[src/rtl/ir_nec_rx_fifo.sv]
`default_nettype none
// ============================================================================
// Module      : ir_nec_rx_fifo
// Description : NEC infrared frame receiver with repeat-code detection,
//               optional address/command inverse checking, a first-word
//               fall-through FIFO of decoded codes, sticky overflow flag and
//               saturating error counter.
// Ports       : clk, reset      - system clock, synchronous active-high reset
//               ir              - raw (asynchronous) IR receiver output
//               code_data       - FIFO head {cmd_n, cmd, addr_n, addr}
//               code_repeat     - FIFO head is a repeat code
//               code_valid      - FIFO non-empty
//               code_ready      - pop head when code_valid & code_ready
//               fifo_level      - number of entries held
//               overflow        - sticky, a code was dropped while full
//               err_count       - saturating count of rejected frames
//               clr             - clears overflow and err_count
//               busy            - decoder is inside a frame
// Revision    : 1.0 - initial release
// ============================================================================
module ir_nec_rx_fifo #(
  parameter int CLK_HZ        = 50000000,
  parameter int FIFO_DEPTH    = 8,
  parameter int IR_ACTIVE_LOW = 1,
  parameter int CHECK_INV     = 1,
  parameter int TIMEOUT_TICKS = 1200
) (
  input  logic                              clk,
  input  logic                              reset,
  input  logic                              ir,
  output logic [31:0]                       code_data,
  output logic                              code_repeat,
  output logic                              code_valid,
  input  logic                              code_ready,
  output logic [$clog2(FIFO_DEPTH+1)-1:0]   fifo_level,
  output logic                              overflow,
  output logic [7:0]                        err_count,
  input  logic                              clr,
  output logic                              busy
);

  localparam int   TICK_DIV = CLK_HZ / 100000;
  localparam int   PW       = (TICK_DIV > 1) ? $clog2(TICK_DIV) : 1;
  localparam int   DW       = $clog2(TIMEOUT_TICKS + 1);
  localparam int   AW       = $clog2(FIFO_DEPTH);
  localparam int   LW       = $clog2(FIFO_DEPTH + 1);
  localparam logic IDLE_LVL = (IR_ACTIVE_LOW != 0);

  typedef enum logic [2:0] {
    S_IDLE       = 3'd0,
    S_LEAD_MARK  = 3'd1,
    S_LEAD_SPACE = 3'd2,
    S_BIT_MARK   = 3'd3,
    S_BIT_SPACE  = 3'd4,
    S_REP_MARK   = 3'd5
  } state_t;

  state_t          state_q, state_d;
  logic            sync1_q, sync2_q, lvl_prev_q;
  logic [1:0]      ign_q, ign_d;
  logic [PW-1:0]   presc_q, presc_d;
  logic [DW-1:0]   dur_q, dur_d;
  logic [4:0]      bit_cnt_q, bit_cnt_d;
  logic [31:0]     shreg_q, shreg_d;
  logic [31:0]     last_code_q, last_code_d;
  logic            last_ok_q, last_ok_d;
  logic [AW-1:0]   wr_ptr_q, wr_ptr_d, rd_ptr_q, rd_ptr_d;
  logic [LW-1:0]   level_q, level_d;
  logic            overflow_q, overflow_d;
  logic [7:0]      err_q, err_d;
  logic [32:0]     mem_q [FIFO_DEPTH];

  logic            lvl, armed, act_edge, fall_edge, tick, timeout;
  logic [31:0]     dur_w;
  logic            frame_done, rep_done, fsm_err, new_bit, inv_ok;
  logic            push_req, push_ok, pop, full, empty, err_evt;
  logic [32:0]     push_word;

  function automatic logic in_rng(input logic [31:0] d, input int lo, input int hi);
    return (d >= 32'(lo)) && (d <= 32'(hi));
  endfunction

  // Normalised level: 1 while an IR pulse is active, whatever the pin polarity.
  assign lvl       = sync2_q ^ IDLE_LVL;
  // Edges are masked until the synchroniser has flushed post-reset contents.
  assign armed     = (ign_q == 2'd2);
  assign act_edge  = armed & lvl & ~lvl_prev_q;
  assign fall_edge = armed & ~lvl & lvl_prev_q;
  assign tick      = (presc_q == PW'(TICK_DIV - 1));
  assign dur_w     = 32'(dur_q);
  assign timeout   = (dur_w >= 32'(TIMEOUT_TICKS));
  assign inv_ok    = (shreg_d[15:8] == ~shreg_d[7:0]) && (shreg_d[31:24] == ~shreg_d[23:16]);

  // Input conditioning, prescaler and duration counter.
  always_comb begin
    ign_d   = (ign_q == 2'd2) ? ign_q : ign_q + 2'd1;
    presc_d = tick ? '0 : presc_q + PW'(1);
    dur_d   = dur_q;
    if (act_edge || fall_edge) begin
      dur_d = '0;
    end else if (tick && (dur_q != DW'(TIMEOUT_TICKS))) begin
      dur_d = dur_q + DW'(1);
    end
  end

  // Decoder: every measurement is made at the edge that ends a level.
  always_comb begin
    state_d    = state_q;
    bit_cnt_d  = bit_cnt_q;
    shreg_d    = shreg_q;
    frame_done = 1'b0;
    rep_done   = 1'b0;
    fsm_err    = 1'b0;
    new_bit    = 1'b0;
    if ((state_q != S_IDLE) && timeout) begin
      fsm_err = 1'b1;
      state_d = S_IDLE;
    end else begin
      unique case (state_q)
        S_IDLE: begin
          if (act_edge) state_d = S_LEAD_MARK;
        end
        S_LEAD_MARK: begin
          if (fall_edge) begin
            if (in_rng(dur_w, 800, 1000)) state_d = S_LEAD_SPACE;
            else begin fsm_err = 1'b1; state_d = S_IDLE; end
          end
        end
        S_LEAD_SPACE: begin
          if (act_edge) begin
            if (in_rng(dur_w, 400, 500)) begin
              state_d   = S_BIT_MARK;
              bit_cnt_d = '0;
            end else if (in_rng(dur_w, 180, 270)) begin
              state_d = S_REP_MARK;
            end else begin
              fsm_err = 1'b1;
              state_d = S_IDLE;
            end
          end
        end
        S_BIT_MARK: begin
          if (fall_edge) begin
            if (in_rng(dur_w, 40, 72)) state_d = S_BIT_SPACE;
            else begin fsm_err = 1'b1; state_d = S_IDLE; end
          end
        end
        S_BIT_SPACE: begin
          if (act_edge) begin
            if (in_rng(dur_w, 40, 84) || in_rng(dur_w, 130, 210)) begin
              new_bit = in_rng(dur_w, 130, 210);
              // Shift right so the first received bit ends up in bit 0.
              shreg_d = {new_bit, shreg_q[31:1]};
              if (bit_cnt_q == 5'd31) begin
                frame_done = 1'b1;
                state_d    = S_IDLE;
              end else begin
                bit_cnt_d = bit_cnt_q + 5'd1;
                state_d   = S_BIT_MARK;
              end
            end else begin
              fsm_err = 1'b1;
              state_d = S_IDLE;
            end
          end
        end
        S_REP_MARK: begin
          if (fall_edge) begin
            if (in_rng(dur_w, 40, 72)) rep_done = 1'b1;
            else fsm_err = 1'b1;
            state_d = S_IDLE;
          end
        end
        default: state_d = S_IDLE;
      endcase
    end
  end

  // Frame/repeat completion, FIFO bookkeeping and status counters.
  always_comb begin
    push_req    = 1'b0;
    push_word   = '0;
    err_evt     = fsm_err;
    last_code_d = last_code_q;
    last_ok_d   = last_ok_q;
    if (frame_done) begin
      if ((CHECK_INV != 0) && !inv_ok) begin
        err_evt = 1'b1;
      end else begin
        push_req    = 1'b1;
        push_word   = {1'b0, shreg_d};
        last_code_d = shreg_d;
        last_ok_d   = 1'b1;
      end
    end
    if (rep_done) begin
      if (last_ok_q) begin
        push_req  = 1'b1;
        push_word = {1'b1, last_code_q};
      end else begin
        err_evt = 1'b1;
      end
    end
    if (err_evt) last_ok_d = 1'b0;

    empty   = (level_q == '0);
    full    = (level_q == LW'(FIFO_DEPTH));
    pop     = code_ready & ~empty;
    // A pop in the same cycle frees the slot for a push at full.
    push_ok = push_req & (~full | pop);

    wr_ptr_d = push_ok ? wr_ptr_q + AW'(1) : wr_ptr_q;
    rd_ptr_d = pop ? rd_ptr_q + AW'(1) : rd_ptr_q;
    level_d  = level_q + LW'(push_ok) - LW'(pop);

    // Set/increment takes priority over a coincident clear.
    overflow_d = overflow_q;
    if (push_req && !push_ok) overflow_d = 1'b1;
    else if (clr)             overflow_d = 1'b0;

    err_d = err_q;
    if (err_evt)  err_d = (err_q == 8'hFF) ? err_q : err_q + 8'd1;
    else if (clr) err_d = '0;
  end

  always_ff @(posedge clk) begin
    if (reset) begin
      state_q     <= S_IDLE;
      sync1_q     <= IDLE_LVL;
      sync2_q     <= IDLE_LVL;
      lvl_prev_q  <= 1'b0;
      ign_q       <= '0;
      presc_q     <= '0;
      dur_q       <= '0;
      bit_cnt_q   <= '0;
      shreg_q     <= '0;
      last_code_q <= '0;
      last_ok_q   <= 1'b0;
      wr_ptr_q    <= '0;
      rd_ptr_q    <= '0;
      level_q     <= '0;
      overflow_q  <= 1'b0;
      err_q       <= '0;
    end else begin
      state_q     <= state_d;
      sync1_q     <= ir;
      sync2_q     <= sync1_q;
      lvl_prev_q  <= lvl;
      ign_q       <= ign_d;
      presc_q     <= presc_d;
      dur_q       <= dur_d;
      bit_cnt_q   <= bit_cnt_d;
      shreg_q     <= shreg_d;
      last_code_q <= last_code_d;
      last_ok_q   <= last_ok_d;
      wr_ptr_q    <= wr_ptr_d;
      rd_ptr_q    <= rd_ptr_d;
      level_q     <= level_d;
      overflow_q  <= overflow_d;
      err_q       <= err_d;
    end
  end

  // Storage needs no reset: the head is forced to zero while empty.
  always_ff @(posedge clk) begin
    if (push_ok) mem_q[wr_ptr_q] <= push_word;
  end

  assign {code_repeat, code_data} = empty ? 33'd0 : mem_q[rd_ptr_q];
  assign code_valid = ~empty;
  assign fifo_level = level_q;
  assign overflow   = overflow_q;
  assign err_count  = err_q;
  assign busy       = (state_q != S_IDLE);

endmodule
`default_nettype wire

[config.mk]
export PLATFORM = sky130hd
export DESIGN_NAME = ir_nec_rx_fifo
export DESIGN_NICKNAME = d
export VERILOG_FILES = /design/src/rtl/ir_nec_rx_fifo.sv
export SDC_FILE = /design/constraint.sdc
export NUM_CORES = 1
export LEC_CHECK = 0
export ABC_AREA = 1
export CORE_ASPECT_RATIO = 0.75
export CORE_MARGIN = 5
export CORE_UTILIZATION = 61
export CTS_BUF_LIST = sky130_fd_sc_hd__clkbuf_4 sky130_fd_sc_hd__clkbuf_8 sky130_fd_sc_hd__clkbuf_16
export DETAILED_ROUTE_END_ITERATION = 16
export GPL_TIMING_DRIVEN = 0
export PLACE_DENSITY_LB_ADDON = 0.3
export SYNTH_ARGS = -nofsm -noshare
export SYNTH_HDL_FRONTEND = slang
export SYNTH_SLANG_ARGS = --single-unit
[constraint.sdc]
create_clock -name clk -period 5.7 [get_ports clk]
set_input_delay 1.14 -clock clk [delete_from_list [all_inputs] [get_ports clk]]
set_output_delay 1.14 -clock clk [all_outputs]
set_load 0.03 [all_outputs]
==> deck_impl_summary.md <==
Key Metrics from the Run

Synth
  – Cell taking the most area after synthesis: edfxtp_1
  – List of most frequent post-synthesis cells: nor2_1 (334), nand2_1 (292), edfxtp_1 (264), o21ai_0 (187), dfxtp_1 (120)
  – Area leader share: 46.29%
  – YS warnings: 0

Pwr
  – PD cells: 376.1 mW/mm^2
  – Internal: 5.146 mW
  – Top pwr grp: sequential cells
  – Sw Share: 30.39%

Floorplan
  – IO Pins: 53

Setup path
  – Reg2reg start: ign_q[0]$_SDFFE_PP0P_
  – Worst setup SP type: flop
  – CP top delay family: buffers and inverters

Placement
  – DP Worst Slack: 1270 ps
  – Placed cells: 2201
  – HPWL Detailed: 30740 um

Finish
  – Final std cells w/o fill: 2270
  – Diodes inserted: 1

Clocking
  – CTS tree: done
  – CTS H-tree depth: 2
  – CTS clock-pin slew for the worst setup and hold paths: 60 ps

Route
  – WL met2: 19210 um
  – Vias per Instance: 5.950

Min path
  – Hold path start: sync1_q$_SDFF_PP1_

Timing
  – Worst slew pin tran: 1236 ps

Status
  – Status: finished clean
Fig. 1: the metal 1 layer
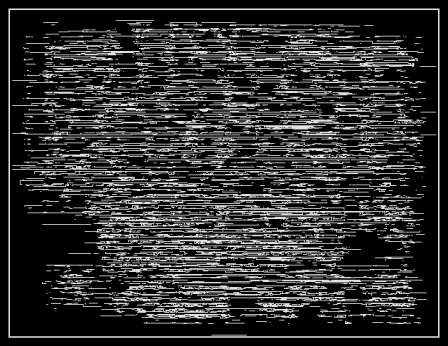
longest straight run = 58.4 um
share of all routed wire = 44%
main direction = horizontal
nets with wire on the layer = 1824
wire length on this layer = 19300 um

Fig. 2: the metal 2 layer
Bar = 50 um.
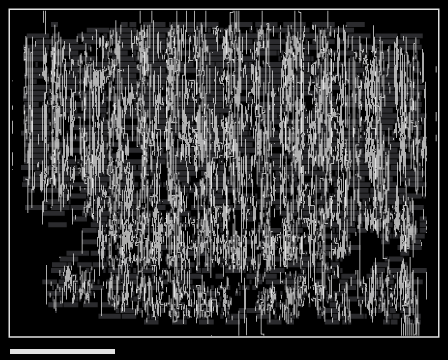
longest straight run = 72.4 um
wire length on this layer = 19200 um
share of all routed wire = 44%
nets with wire on the layer = 1524
main direction = vertical
met2 GRT Util: 42.07%
via count: 13510
Routed WL: 44080 um

Fig. 3: metal 3
Bar = 50 um.
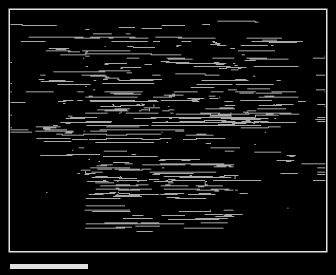
main direction = horizontal
longest straight run = 70.4 um
nets with wire on the layer = 229
grt met3 use: 4.647%

Fig. 4: M4 wires
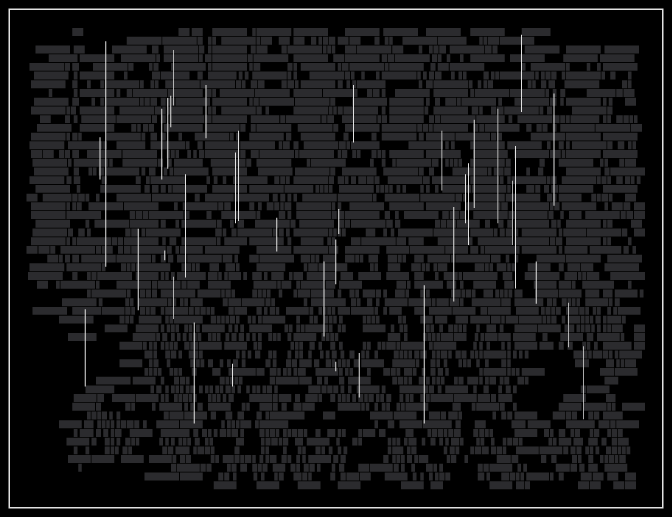
wire length on this layer = 807 um
longest straight run = 70.0 um
nets with wire on the layer = 25
share of all routed wire = 1.8%

Fig. 5: routing congestion map
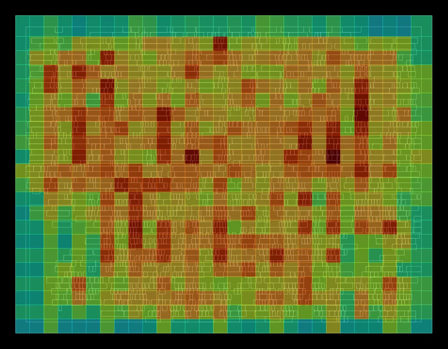
GR peak layer: met1
GR Util All Layers: 27.91%

Power figures rest on the tool's default switching activity, not on a simulated workload.
